<file path="config.mk">
export PLATFORM = sky130hd
export DESIGN_NAME = lx32_lsu
export DESIGN_NICKNAME = d
export VERILOG_FILES = /design/src/rtl/lx32_lsu_pkg.sv /design/src/rtl/lx32_lsu_align.sv /design/src/rtl/lx32_lsu.sv
export SDC_FILE = /design/constraint.sdc
export NUM_CORES = 1
export LEC_CHECK = 0
export CAP_MARGIN = 20
export CORE_MARGIN = 2
export CORE_UTILIZATION = 40
export CTS_CLUSTER_DIAMETER = 80
export DETAILED_ROUTE_END_ITERATION = 10
export GPL_ROUTABILITY_DRIVEN = 0
export HOLD_SLACK_MARGIN = 0.15
export PLACE_DENSITY = 0.72
export SYNTH_ARGS = -nofsm -noshare
export SYNTH_HDL_FRONTEND = slang
export SYNTH_SLANG_ARGS = --single-unit
</file>
<file path="constraint.sdc">
create_clock -name clk -period 2.6 [get_ports clk]
set_clock_uncertainty 0.15 [all_clocks]
set_input_delay 0.52 -clock clk [delete_from_list [all_inputs] [get_ports clk]]
set_output_delay 0.52 -clock clk [all_outputs]
set_load 0.05 [all_outputs]
</file>
<file path="src/rtl/lx32_lsu_pkg.sv">
// lx32_lsu_pkg -- shared definitions for the LX32 load/store unit:
// RV32I funct3 size/sign encodings, FSM state enum and small decode helpers.
package lx32_lsu_pkg;

   // RV32I load/store funct3 encodings
   localparam logic [2:0] F3_B  = 3'b000;
   localparam logic [2:0] F3_H  = 3'b001;
   localparam logic [2:0] F3_W  = 3'b010;
   localparam logic [2:0] F3_BU = 3'b100;
   localparam logic [2:0] F3_HU = 3'b101;

   // Controller states
   typedef enum logic [1:0] {
      IDLE = 2'b00,
      RD   = 2'b01,
      WR   = 2'b10,
      RSP  = 2'b11
   } state_e;

   // Access width derived from funct3
   typedef enum logic [1:0] {
      SZ_B = 2'b00,
      SZ_H = 2'b01,
      SZ_W = 2'b10
   } size_e;

   // Width of the access; the unused encodings (011, 110, 111) fall into word
   function automatic size_e f3_size(input logic [2:0] f3);
      case (f3)
         F3_B, F3_BU: return SZ_B;
         F3_H, F3_HU: return SZ_H;
         default:     return SZ_W;
      endcase
   endfunction

   // Only LB and LH sign-extend; everything else is zero-extended or full word
   function automatic logic f3_signed(input logic [2:0] f3);
      return (f3 == F3_B) || (f3 == F3_H);
   endfunction

   // True when the address is not naturally aligned for the access width
   function automatic logic lsu_misaligned(input size_e sz, input logic [1:0] addr_lo);
      case (sz)
         SZ_H:    return addr_lo[0];
         SZ_W:    return addr_lo != 2'b00;
         default: return 1'b0;
      endcase
   endfunction

endpackage

</file>
<file path="src/rtl/lx32_lsu_align.sv">
// lx32_lsu_align -- purely combinational lane logic for the LSU.
// Load path: selects the byte/halfword lane of a memory word and extends it.
// Store path: merges the store data into the selected lane of a memory word.
// Lanes come from the low address bits truncated to natural alignment
// (byte: addr[1:0], halfword: addr[1], word: none).
module lx32_lsu_align
   import lx32_lsu_pkg::*;
(
   input  logic [2:0]  funct3,
   input  logic [1:0]  addr_lo,
   input  logic [31:0] word,
   input  logic [31:0] wdata,
   output logic [31:0] load_data,
   output logic [31:0] store_data
);

   size_e       size;
   logic        sext;
   logic [7:0]  byte_lane;
   logic [15:0] half_lane;

   assign size = f3_size(funct3);
   assign sext = f3_signed(funct3);

   // Pick the addressed byte and halfword out of the word
   always_comb begin
      // NOTE: every output of a combinational block gets a default first so no latch is inferred.
      byte_lane = word[7:0];
      case (addr_lo)
         2'b00:   byte_lane = word[7:0];
         2'b01:   byte_lane = word[15:8];
         2'b10:   byte_lane = word[23:16];
         default: byte_lane = word[31:24];
      endcase
      half_lane = addr_lo[1] ? word[31:16] : word[15:0];
   end

   // Extend the selected lane to 32 bits for the load result
   always_comb begin
      load_data = word;
      case (size)
         SZ_B:    load_data = sext ? {{24{byte_lane[7]}}, byte_lane}
                                   : {24'h000000, byte_lane};
         SZ_H:    load_data = sext ? {{16{half_lane[15]}}, half_lane}
                                   : {16'h0000, half_lane};
         default: load_data = word;
      endcase
   end

   // Replace the selected lane of the word with the low store data bits
   always_comb begin
      store_data = word;
      case (size)
         SZ_B: begin
            case (addr_lo)
               2'b00:   store_data[7:0]   = wdata[7:0];
               2'b01:   store_data[15:8]  = wdata[7:0];
               2'b10:   store_data[23:16] = wdata[7:0];
               default: store_data[31:24] = wdata[7:0];
            endcase
         end
         SZ_H: begin
            if (addr_lo[1]) store_data[31:16] = wdata[15:0];
            else            store_data[15:0]  = wdata[15:0];
         end
         default: store_data = wdata;
      endcase
   end

endmodule

</file>
<file path="src/rtl/lx32_lsu.sv">
// lx32_lsu -- RV32I load/store unit in front of a word-wide, level-sensitive
// data memory with combinational read data.
//   Load          : IDLE -> RD -> RSP
//   Store word    : IDLE -> WR -> RSP
//   Store byte/half: IDLE -> RD -> WR -> RSP (read-modify-write)
// d_we is decoded straight from the state register so it cannot glitch and
// drops as soon as rst_n is asserted.
// Build option: LX32_LSU_MISALIGN_TRAP_EN -- when defined, misaligned H/W
// accesses skip memory and respond at once with rsp_err=1; when undefined,
// misalignment is ignored and rsp_err is constant 0.
module lx32_lsu
   import lx32_lsu_pkg::*;
(
   input  logic        clk,
   input  logic        rst_n,
   // core request
   input  logic        req_valid,
   output logic        req_ready,
   input  logic        req_we,
   input  logic [2:0]  req_funct3,
   input  logic [31:0] req_addr,
   input  logic [31:0] req_wdata,
   // core response
   output logic        rsp_valid,
   input  logic        rsp_ready,
   output logic [31:0] rsp_rdata,
   output logic        rsp_err,
   // data memory
   output logic [31:0] d_addr,
   output logic [31:0] d_wdata,
   output logic        d_we,
   input  logic [31:0] d_rdata
);

   state_e      state_q, state_d;
   logic        we_q, we_d;
   logic [2:0]  funct3_q, funct3_d;
   logic [31:0] addr_q, addr_d;
   logic [31:0] wdata_q, wdata_d;
   logic [31:0] word_q, word_d;
   logic        err_q, err_d;

   logic        accept;
   logic        trap;
   logic [31:0] load_data;
   logic [31:0] store_data;

   assign accept = req_valid && (state_q == IDLE);

`ifdef LX32_LSU_MISALIGN_TRAP_EN
   assign trap = lsu_misaligned(f3_size(req_funct3), req_addr[1:0]);
`else
   assign trap = 1'b0;
`endif

   // Lane extraction for loads and lane merge for sub-word stores
   lx32_lsu_align u_align (
      .funct3     (funct3_q),
      .addr_lo    (addr_q[1:0]),
      .word       (word_q),
      .wdata      (wdata_q),
      .load_data  (load_data),
      .store_data (store_data)
   );

   // Next-state and capture logic
   always_comb begin
      state_d  = state_q;
      we_d     = we_q;
      funct3_d = funct3_q;
      addr_d   = addr_q;
      wdata_d  = wdata_q;
      word_d   = word_q;
      err_d    = err_q;
      case (state_q)
         IDLE: begin
            if (accept) begin
               we_d     = req_we;
               funct3_d = req_funct3;
               addr_d   = req_addr;
               wdata_d  = req_wdata;
               err_d    = trap;
               if (trap)
                  state_d = RSP;
               else if (!req_we)
                  state_d = RD;
               else if (f3_size(req_funct3) == SZ_W)
                  state_d = WR;
               else
                  state_d = RD;
            end
         end
         RD: begin
            word_d  = d_rdata;
            state_d = we_q ? WR : RSP;
         end
         WR: begin
            state_d = RSP;
         end
         RSP: begin
            if (rsp_ready) state_d = IDLE;
         end
         default: state_d = IDLE;
      endcase
   end

   // State and captured request registers
   always_ff @(posedge clk or negedge rst_n) begin
      if (!rst_n) begin
         state_q  <= IDLE;
         we_q     <= 1'b0;
         funct3_q <= 3'b000;
         addr_q   <= 32'h0;
         wdata_q  <= 32'h0;
         word_q   <= 32'h0;
         err_q    <= 1'b0;
      end else begin
         // NOTE: sequential state uses non-blocking assignments so all flops update together at the edge.
         state_q  <= state_d;
         we_q     <= we_d;
         funct3_q <= funct3_d;
         addr_q   <= addr_d;
         wdata_q  <= wdata_d;
         word_q   <= word_d;
         err_q    <= err_d;
      end
   end

   // Memory side: word address and write data come from registers only, so
   // they are stable for the whole WR cycle and read 0 while in reset
   assign d_we    = (state_q == WR);
   assign d_addr  = {addr_q[31:2], 2'b00};
   assign d_wdata = store_data;

   // Core side: response fields are forced to 0 outside RSP
   assign req_ready = (state_q == IDLE);
   assign rsp_valid = (state_q == RSP);
   assign rsp_err   = (state_q == RSP) && err_q;
   assign rsp_rdata = ((state_q == RSP) && !we_q && !err_q) ? load_data : 32'h0;

endmodule

</file>
Fig. 1: run 1, sequential cells grouped by signal name
Scale: 2 px per µm.
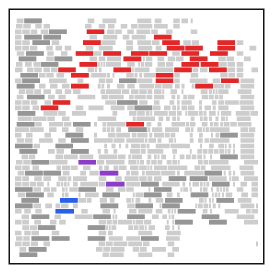
Key: funct3_q = purple [placed flops 3]; state_q = blue [placed flops 2]; wdata_q = red [placed flops 32]
Util after Layout: 65.7%
sequential share of cell area: 26.7%

Fig. 2: run 1, cell classes on the final placement
Scale: 2 px per µm.
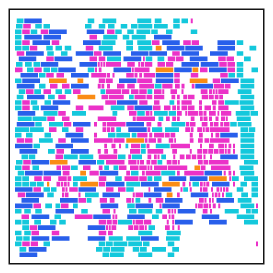
Key: remaining buffers and delay cells = cyan [cells 241]; clock drivers and dummy loads = orange [cells 16]; remaining logic cells = magenta [cells 389]; registers = blue [cells 102]
final non-filler cell area: 0.00958 mm²
row count: 44

==> CHANGELOG.md, run 1 <==
### Implementation results

- Area of the core: around 0.015 mm²
- Cell class ranked first by area: combinational gates
- Floorplan utilization: 41.1%
- Post-CTS resize count: 28
- Multiplexer fraction of the synthesized cell area: around 20%
- Number of buffers created by CTS: 9
- Status: complete, but fails checks
- Buffers and inverters on the worst path: 2
- Number of DRC violations after detailed-routing iteration 0: 474
- Die area: ~0.016 mm²
- Post-Syn Instances: ~570
- Launching point of the worst reg2reg path: state_q[1]$_DFFE_PN0P_
- Late-Pin Clk Latency: approximately 0.36 ns
- Worst-case setup slack after placement: between 0.15 and 0.2 ns
- Final setup violation count: 26
- Final Worst Setup Slack: -0.0890 ns
- Hold slack final: 0.358 ns
- EDFF count, synth: 0
- Flop2flop setup slack: approximately 0.55 ns
- Maximum fanout count along the critical path: 7
- Number of global-route vias before repair: roughly 5,500
- MaxCap Viol Count: 0
- Maximum number of pins on one net before global-route repair: between 40 and 50
- CTS tree: built
- Total placed cells including tap cells: 901
- Violations in the final reports: setup timing
Fig. 3: run 1, clock network drawn from the DEF
Scale: 2 px per µm.
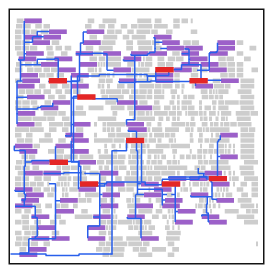
Key: flip-flops = purple [count 102]; clock-net drivers = red [count 9]; clock wires = blue [length 1,290 µm]
Position of the flops: spread over the die.

Fig. 4: run 1, wires at chosen ports, followed through buffers
Scale: 4 px per µm.
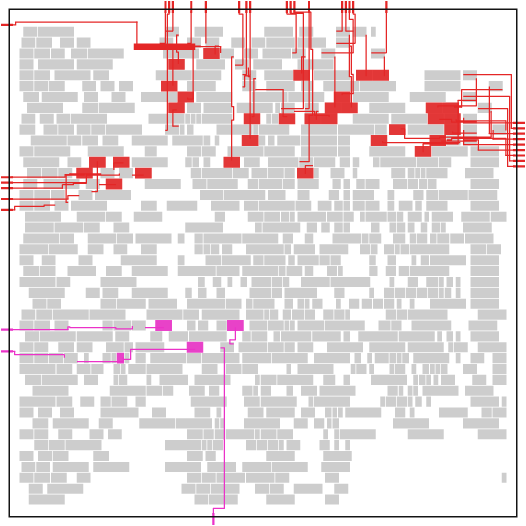
Key: req_funct3 = magenta [direction input, edge 2 west, 1 south, end cells 4, buffers 3, wire 136 µm]; req_wdata = red [direction input, edge 17 north, 9 east, 6 west, end cells 32, buffers 32, wire 1,010 µm]
Ports: 204
number of port buffers: 200

==> run 1: synth_stat cells (4+ instances only) <==
| library cell | n |
|---|---|
| nor3b_1 | 7 |
| nand2_1 | 33 |
| a21bo_2 | 8 |
| a221oi_1 | 16 |
| a21oi_1 | 8 |
| nand3_1 | 25 |
| dfrtp_1 | 102 |
| nor2_1 | 26 |
| a31oi_1 | 9 |
| o21ai_0 | 25 |
| buf_2 | 22 |
| o22ai_1 | 16 |
| a21o_1 | 7 |
| clkbuf_1 | 13 |
| mux2_2 | 97 |
| o21a_1 | 7 |
| a2111oi_2 | 7 |
| inv_1 | 23 |
| o211ai_1 | 24 |
| ha_1 | 4 |
| mux2i_1 | 9 |
| o22a_1 | 8 |
| buf_4 | 42 |
| nand2b_1 | 12 |
Fig. 5: run 1, placed standard cells
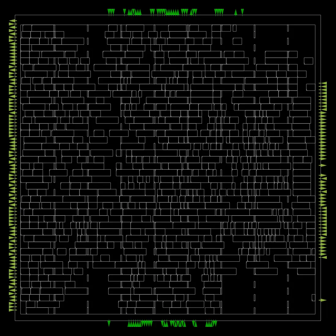

--- run 2 (diff from run 1) ---
==> constraint.sdc (replaced) <==
create_clock -name clk -period 2.6 [get_ports clk]
set_clock_uncertainty 0.15 [all_clocks]
set_input_delay 0.52 -clock clk [delete_from_list [all_inputs] [get_ports clk]]
set_output_delay 0.52 -clock clk [all_outputs]
set_load 0.005 [all_outputs]
Fig. 6: run 2, placed standard cells
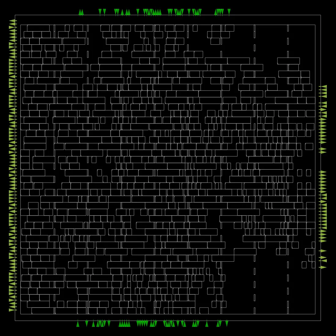
Util after Layout: 62.6%
Final Instance Count excl. Fillers: 985

Fig. 7: run 2, sequential cells grouped by signal name
Scale: 2 px per µm.
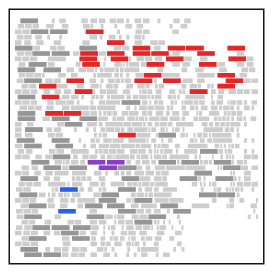
Key: wdata_q = red [placed flops 32, where a band across the top]; state_q = blue [placed flops 2]; funct3_q = purple [placed flops 3]

==> run 2 against run 1 <==
Effect of this change: the run still ends with setup timing left; core utilization decreased by 3.1 points; critical path depth increased by 2; global-route usage increased by 1.7 points; critical endpoint is now rsp_rdata[14]; largest cell class unchanged.
==> CHANGELOG.md, run 2 <==
### Implementation results

- Die area: ~0.016 mm²
- Hold slack final: approximately 0.36 ns
- Fraction of met2 tracks used by global routing: between 40 and 50%
- Floorplan utilization: between 40% and 50%
- Violations in the final reports: setup timing
- Number of cell instances after yosys synthesis: between 500 and 600
- Maximum number of pins on one net before global-route repair: about 67
- Sequential share of cell area: approximately 28%
- Start point of the worst hold path: addr_q[26]$_DFFE_PN0P_
- Commonest cells after routing, fill and taps aside: clkdlybuf4s50_1, dfrtp_1, mux2_2, buf_4, buf_2
- Regs by FF count: addr_q x32, wdata_q x32, word_q x32
- Area of the core: 0.0146 mm²
- Synthesis warning total: 0
- Final non-filler cell area: roughly 0.0091 mm²
- Status: complete, but fails checks
- Total placed cells including tap cells: around 930
- Number of DRC violations after detailed-routing iteration 0: ~390
- Post-Route M1 WL: roughly 7.8 mm
- Worst-case setup slack after placement: -0.220 ns
- Post-detailed-route count of antenna-violating nets: 0
- Final setup violation count: ~40
- Number of global-route vias before repair: around 5,700
- Slowest library cell on the worst path: dfrtp_2
- Number of buffers created by CTS: 9
- Post-Syn Instances: 569
- Final Worst Setup Slack: -0.152 ns
- Row count: between 40 and 50
- Non-Clock Inverter Count: 23
- Flop2flop setup slack: 0.66 ns
- Via count: around 5,600
- Comb. cell area: about 0.0032 mm²
- Post-synthesis to final-layout area growth: 52.1%
- Launching point of the worst reg2reg path: state_q[0]$_DFFE_PN0P_
- Number of port buffers: 200
- Cell with the most instances after synthesis: dfrtp_1
- Share of final-layout standard cells stronger than drive strength 1: between 40 and 50%
- Cell class ranked first by area: combinational gates
- Post-CTS resize count: 267
- Synth cell count leaders: dfrtp_1, mux2_2, buf_4
- CTS HTree Levels: 3
- Ports: between 200 and 250
- Post-Synthesis Cell Area: roughly 0.0060 mm²
- EDFF count, synth: 0
- CTS tree: built
==> run 2: cell counts after synthesis <==
Identical to the previous run, type by type.
==> run 2: logic make-up after synthesis <==
logic type,after synthesis,share of synthesized area [%]
muxes,107,20.1
other,1,0.0625
AOI/OAI and AO/OA,139,17.6
buffers and inverters,103,9.78
and+or+nand+nor,113,9.07
adders and majority gates,4,0.834
DFF,102,42.5
Fig. 8: run 2, wires at chosen ports, followed through buffers
Scale: 4 px per µm.
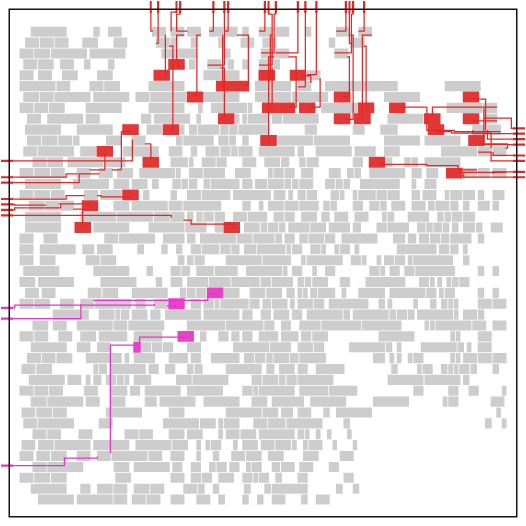

--- run 3 (diff from run 2) ---
--- a/config.mk
+++ b/config.mk
@@ -13,6 +13,7 @@
 export GPL_ROUTABILITY_DRIVEN = 0
 export HOLD_SLACK_MARGIN = 0.15
 export PLACE_DENSITY = 0.72
+export SKIP_LAST_GASP = 1
 export SYNTH_ARGS = -nofsm -noshare
 export SYNTH_HDL_FRONTEND = slang
 export SYNTH_SLANG_ARGS = --single-unit
Fig. 9: run 3, wires at chosen ports, followed through buffers
Scale: 4 px per µm.
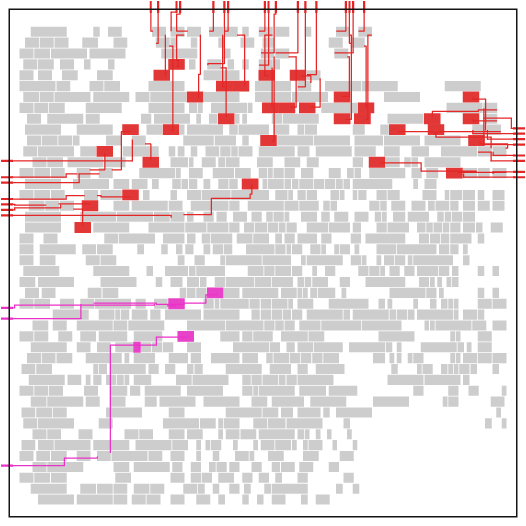
Key: req_funct3 = magenta [direction input, edge west, end cells 4, buffers 3, wire 166 µm]; req_wdata = red [direction input, edge 17 north, 8 east, 7 west, end cells 32, buffers 32, wire 877 µm]

==> run 3 against run 2 <==
Effect of this change: the run still ends with setup timing left; global-route usage decreased by 0.15 points; sequential share of layout area about the same; core utilization about the same; synthesized area unchanged; maximum frequency is 0.35% higher; synthesized cell count did not move; non-clock buffer count shrank 1.
==> CHANGELOG.md, run 3 <==
### Implementation results

- Sequential share of cell area: 28.0%
- CTS tree: built
- Final setup violation count: 34
- Maximum fanout count along the critical path: 7
- Row count: 44
- Multiplexer fraction of the synthesized cell area: between 20% and 30%
- Top comb family, area: multiplexers
- Buffers and inverters on the worst path: 3
- CTS HTree Levels: 3
- Ports: roughly 200
- Final Worst Setup Slack: -0.143 ns
- Simple logic cell fraction of the synthesized area: under 10%
- Comb. cell area: ~0.0032 mm²
- Regs by FF count: addr_q x32, wdata_q x32, word_q x32
- Die area: 0.0160 mm²
- Maximum number of pins on one net before global-route repair: ~67
- Worst-case setup slack after placement: -0.220 ns
- Number of DRC violations after detailed-routing iteration 0: just over 400
- Fraction of met2 tracks used by global routing: 42.8%
- Final non-filler cell area: 0.00912 mm²
- Cell with the most instances after synthesis: dfrtp_1
- Slowest library cell on the worst path: dfrtp_2
- Cell class ranked first by area: combinational gates
- Number of global-route vias before repair: 5,677
- Number of buffers created by CTS: 9
- Post-Syn Instances: between 500 and 600
- Start point of the worst hold path: addr_q[26]$_DFFE_PN0P_
- Post-detailed-route count of antenna-violating nets: 0
- Post-CTS resize count: ~250
- Post-Synthesis Cell Area: ~0.0060 mm²
- Floorplan utilization: between 40 and 50%
- Non-Clock Inverter Count: 23
- Number of cell instances after yosys synthesis: ~570
- EDFF count, synth: 0
- Launching point of the worst reg2reg path: state_q[0]$_DFFE_PN0P_
- Share of final-layout standard cells stronger than drive strength 1: just under 40%
- Status: complete, but fails checks
- Flop2flop setup slack: about 0.63 ns
- Violations in the final reports: setup timing
- Area of the core: 0.0146 mm²
- MaxCap Viol Count: 0
Fig. 10: run 3, clock network drawn from the DEF
Scale: 2 px per µm.
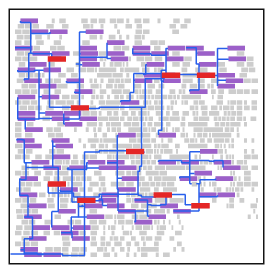
Key: clock wires = blue [length 1,290 µm]; clock-net drivers = red [count 9]; flip-flops = purple [count 102]
Position of the flops: spread over the die. There are 10 routed clock nets.
Late-Pin Clk Latency: 0.36 ns

## run 3: cell count changes in the layout (fill, tap and decap cells not counted), sizes merged
cell           previous run  this run
buf                     141       138
clkbuf                   20        17
dlygate4sd2               6         9
clkdlybuf4s15             1         3
## run 3: stage by stage
step | utilization, % | hold WS (ns) | std cells | TNS [ns]
floorplan | - | 0.0744 | 571 | 0
global placement | 56.5 | 0.311 | 926 | -1.81
detailed placement | 56.5 | 0.318 | 926 | -3.74
CTS | 61.1 | 0.360 | 973 | -3.64
global route | 62.5 | 0.374 | 984 | -4.73
finish | 62.5 | 0.358 | 984 | -2.54
